==> src/rtl/mole_spawn_ctrl.sv <==
// rtl/mole_spawn_ctrl.sv - mole generator and hit/miss judge; optional feature macro MOLE_WRONG_HIT_PENALTY_EN
module mole_spawn_ctrl #(
    parameter int NUM_HOLES    = 8,
    parameter int TICKS_PER_MS = 100000,
    parameter int UP_MS_D0     = 1500,
    parameter int UP_MS_D1     = 1000,
    parameter int UP_MS_D2     = 600,
    parameter int GAP_MS       = 400,
    parameter int FLASH_MS     = 200
) (
    input  logic                 clk,
    input  logic                 rst_n,
    input  logic                 enable_mole_ctrl,
    input  logic [1:0]           difficulty_level,
    input  logic [NUM_HOLES-1:0] hit_btn,
    output logic [NUM_HOLES-1:0] mole_leds,
    output logic                 mole_active,
    output logic                 hit_pulse,
    output logic                 miss_pulse
);

    localparam int HW = $clog2(NUM_HOLES);
    localparam int PW = (TICKS_PER_MS > 1) ? $clog2(TICKS_PER_MS) : 1;

    // Durations are held as "last ms index" so a phase ends on the tick that completes it.
    localparam logic [PW-1:0] PS_LAST     = PW'(TICKS_PER_MS - 1);
    localparam logic [10:0]   GAP_LAST    = 11'(GAP_MS - 1);
    localparam logic [10:0]   FLASH_LAST  = 11'(FLASH_MS - 1);
    localparam logic [10:0]   UP_LAST_D0  = 11'(UP_MS_D0 - 1);
    localparam logic [10:0]   UP_LAST_D1  = 11'(UP_MS_D1 - 1);
    localparam logic [10:0]   UP_LAST_D2  = 11'(UP_MS_D2 - 1);

    typedef enum logic [1:0] {IDLE, GAP, UP, FLASH} state_t;

    state_t          state;
    logic [15:0]     lfsr;
    logic [HW-1:0]   hole;        // current mole; doubles as the previous hole when picking the next
    logic [PW-1:0]   prescaler;
    logic [10:0]     ms_cnt;
    logic [10:0]     up_last;

    logic            tick;
    logic [PW-1:0]   ps_next;
    logic [10:0]     ms_next;
    logic [HW-1:0]   next_hole;
    logic [10:0]     up_last_sel;
    logic            hole_hit;
`ifdef MOLE_WRONG_HIT_PENALTY_EN
    logic            wrong_press;
`endif

    // Millisecond timebase, next-hole pick and press decode.
    always_comb begin
        tick        = (prescaler == PS_LAST);
        ps_next     = tick ? '0 : prescaler + 1'b1;
        ms_next     = tick ? ms_cnt + 11'd1 : ms_cnt;
        next_hole   = (lfsr[HW-1:0] == hole) ? lfsr[HW-1:0] + 1'b1 : lfsr[HW-1:0];
        case (difficulty_level)
            2'd0:    up_last_sel = UP_LAST_D0;
            2'd1:    up_last_sel = UP_LAST_D1;
            default: up_last_sel = UP_LAST_D2;
        endcase
        hole_hit    = hit_btn[hole];
`ifdef MOLE_WRONG_HIT_PENALTY_EN
        wrong_press = |(hit_btn & ~(NUM_HOLES'(1) << hole));
`endif
    end

    // Free-running Fibonacci LFSR (taps 16,14,13,11); nonzero seed keeps it off the all-zero state.
    always_ff @(posedge clk or negedge rst_n) begin
        if (!rst_n) begin
            lfsr <= 16'hACE1;
        end else begin
            lfsr <= {lfsr[14:0], lfsr[15] ^ lfsr[13] ^ lfsr[12] ^ lfsr[10]};
        end
    end

    // Mole FSM with registered LEDs and pulses; disable overrides every other decision.
    always_ff @(posedge clk or negedge rst_n) begin
        if (!rst_n) begin
            state       <= IDLE;
            hole        <= '0;
            prescaler   <= '0;
            ms_cnt      <= '0;
            up_last     <= UP_LAST_D0;
            mole_leds   <= '0;
            mole_active <= 1'b0;
            hit_pulse   <= 1'b0;
            miss_pulse  <= 1'b0;
        end else begin
            hit_pulse  <= 1'b0;
            miss_pulse <= 1'b0;
            if (!enable_mole_ctrl) begin
                state       <= IDLE;
                prescaler   <= '0;
                ms_cnt      <= '0;
                mole_leds   <= '0;
                mole_active <= 1'b0;
            end else begin
                case (state)
                    IDLE: begin
                        state     <= GAP;
                        prescaler <= '0;
                        ms_cnt    <= '0;
                    end
                    GAP: begin
                        if (tick && ms_cnt == GAP_LAST) begin
                            state       <= UP;
                            hole        <= next_hole;
                            up_last     <= up_last_sel;
                            mole_leds   <= NUM_HOLES'(1) << next_hole;
                            mole_active <= 1'b1;
                            prescaler   <= '0;
                            ms_cnt      <= '0;
                        end else begin
                            prescaler <= ps_next;
                            ms_cnt    <= ms_next;
                        end
                    end
                    UP: begin
                        if (hole_hit) begin
                            state       <= FLASH;
                            hit_pulse   <= 1'b1;
                            mole_leds   <= '1;
                            mole_active <= 1'b0;
                            prescaler   <= '0;
                            ms_cnt      <= '0;
                        end else if (tick && ms_cnt == up_last) begin
                            state       <= GAP;
                            miss_pulse  <= 1'b1;
                            mole_leds   <= '0;
                            mole_active <= 1'b0;
                            prescaler   <= '0;
                            ms_cnt      <= '0;
                        end else begin
                            prescaler <= ps_next;
                            ms_cnt    <= ms_next;
`ifdef MOLE_WRONG_HIT_PENALTY_EN
                            if (wrong_press) begin
                                miss_pulse <= 1'b1;
                            end
`endif
                        end
                    end
                    default: begin
                        if (tick && ms_cnt == FLASH_LAST) begin
                            state     <= GAP;
                            mole_leds <= '0;
                            prescaler <= '0;
                            ms_cnt    <= '0;
                        end else begin
                            prescaler <= ps_next;
                            ms_cnt    <= ms_next;
                        end
                    end
                endcase
            end
        end
    end

endmodule
==> config.mk <==
export PLATFORM = sky130hd
export DESIGN_NAME = mole_spawn_ctrl
export DESIGN_NICKNAME = d
export VERILOG_FILES = /design/src/rtl/mole_spawn_ctrl.sv
export SDC_FILE = /design/constraint.sdc
export NUM_CORES = 1
export LEC_CHECK = 0
export CAP_MARGIN = 10
export CORE_MARGIN = 8
export CORE_UTILIZATION = 25
export CTS_CLUSTER_DIAMETER = 50
export DETAILED_ROUTE_END_ITERATION = 10
export DONT_BUFFER_PORTS = 1
export GPL_TIMING_DRIVEN = 0
export PLACE_DENSITY = 0.42
export SLEW_MARGIN = 10
export SYNTH_ARGS = -nofsm -noshare
export SYNTH_HDL_FRONTEND = slang
export SYNTH_SLANG_ARGS = --single-unit
==> constraint.sdc <==
create_clock -name clk -period 3.8 [get_ports clk]
set_clock_uncertainty 0.15 [all_clocks]
set_input_delay 1.14 -clock clk [delete_from_list [all_inputs] [get_ports clk]]
set_output_delay 1.14 -clock clk [all_outputs]
set_load 0.1 [all_outputs]
==> impl_metrics.env <==
# physical design summary
export IMPL_status="complete, no violations"
export IMPL_chipArea_um2=17200
export IMPL_busiest_layer="met2"
export IMPL_cts_buffers=9
export IMPL_die_width_um=131
export IMPL_via_per_inst=4.37
export IMPL_path_buffers=1
export IMPL_grt_ovfl_total=0
export IMPL_critPathTopFamily="AND-OR/OR-AND gates"
export IMPL_fp_dieH_um=131
export IMPL_ys_top_cells_by_area="dfrtp_1 (41%), dfstp_2 (8.7%), xor2_1 (5.6%)"
export IMPL_first_iter_violations=110
export IMPL_drc=0
export IMPL_dp_hpwl_um=4920
export IMPL_lay_top_count="dfrtp_1"
export IMPL_hp_class="flip-flop to flip-flop"
export IMPL_cts_tree="yes"
export IMPL_use_met2_pct=13.8
export IMPL_synth_seq_share_pct=49.6
export IMPL_fin_util_pct=29.6
export IMPL_top_area_share_pct=40.9
==> registers in the layout, summed over array words and instances, names as in the netlist <==
signal	count
hole	3
miss_pulse	1
up_last	5
mole_active	1
lfsr	16
mole_leds	8
ms_cnt	11
hit_pulse	1
prescaler	17
state	2
==> area by class of cell <==
type	count	share of cell area, %
tap	176	5.68
buffer	13	2.00
inverter	9	0.872
clock buffer	9	5.81
sequential	65	42.3
multi-input combinational	233	40.1
clock inverter	7	3.23
==> cells by family (layout without fill, tap and decap cells) <==
| kind of cell | after synthesis | count (layout) |
|---|---|---|
| xor gates and xnor gates | 31 | 31 |
| adders and majority gates | 7 | 7 |
| AOI/OAI and AO/OA | 51 | 51 |
| muxes | 12 | 12 |
| and+or+nand+nor | 132 | 132 |
| buffers and inverters | 22 | 38 |
| DFF | 65 | 65 |
==> worst max-delay path by stage <==
stage	from	cells past startpoint	endpoint	slack (ps)
2_1_floorplan	hit_btn[7]	7	ms_cnt[0]	1010
3_3_place_gp	hit_btn[7]	6	prescaler[9]	590
3_5_place_dp	hit_btn[7]	6	prescaler[9]	570
4_1_cts	hit_btn[7]	6	prescaler[9]	930
5_1_grt	hit_btn[7]	6	prescaler[9]	770
6_report	hit_btn[7]	6	prescaler[9]	1010
==> metal layers <==
layer | wire length [um] | part of all wire, %
met1 | 3350 | 48
met3 | 253 | 3.6
met4 | 147 | 2.1
met2 | 3240 | 46
met5 | 0 | 0
==> power by group <==
| part | leakage, nW | switching [mW] | internal, mW |
|---|---|---|---|
| combinational | 0.609 | 0.145 | 0.0814 |
| clock | 0.171 | 0.324 | 0.647 |
| sequential | 0.865 | 0.0900 | 0.712 |
Placed cells, one color a class:
Scale: 4 px per um.
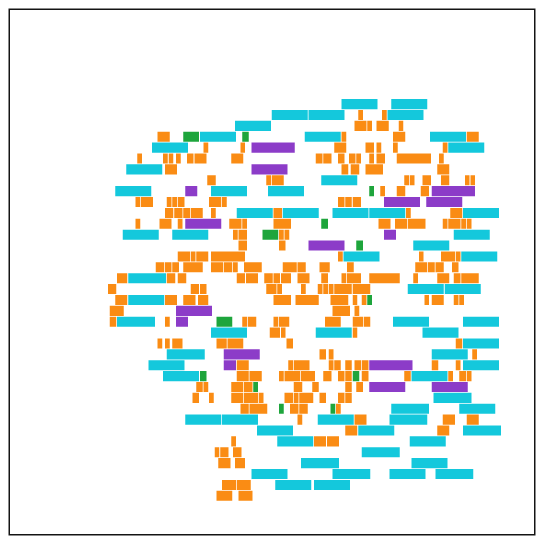
- cyan: flip-flops (cells 65)
- purple: clock drivers and dummy loads (cells 16)
- green: other buffers and delay cells (cells 13)
- orange: all other logic (cells 242)

Met3 routing:
Scale: 3 px per um. Cells faint in the background.
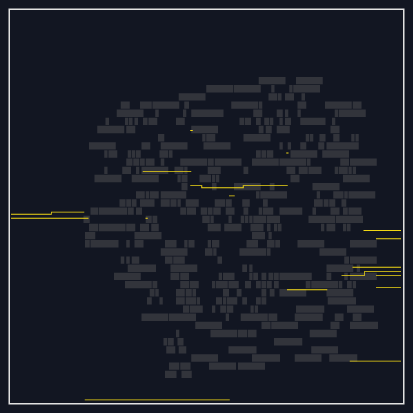
- main direction: horizontal
- wire length on this layer: 253 um
- nets with wire on the layer: 11

Drive-strength map:
Scale: 2 px per um.
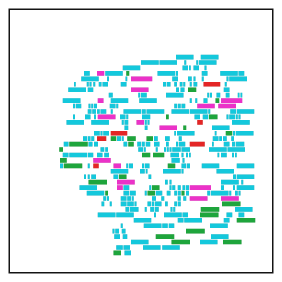
- cyan: drive 1 or less (cells 280; share 83%)
- red: drive 3 to 4 (cells 6; share 1.8%)
- green: drive 2 (cells 33; share 9.8%)
- magenta: drive 6 and up (cells 17; share 5.1%)
Non-Filler Cell Area, Final: 3870 um^2
Repair and plain buffers: 13

Routed metal per tile:
Scale: 3 px per um. The die is cut into 26 by 26 equal tiles; dark purple is low, yellow is high, scaled to the fullest tile. Values are wire area over tile area, all layers added.
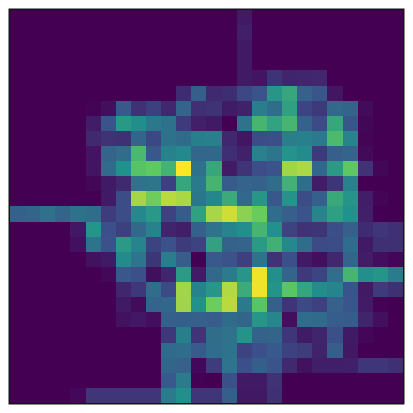
- mean over tiles: 0.063
- densest ninth of the die: middle
- emptiest ninth of the die: bottom left
- tiles over half the peak: 9.6%
- fullest tile: 0.37
- nearly empty tiles: 45%
routed wire length: 6980 um
GR Util All Layers: 9.08%
routed length per instance: 13.6 um

Power figures rest on the tool's default switching activity, not on a simulated workload.
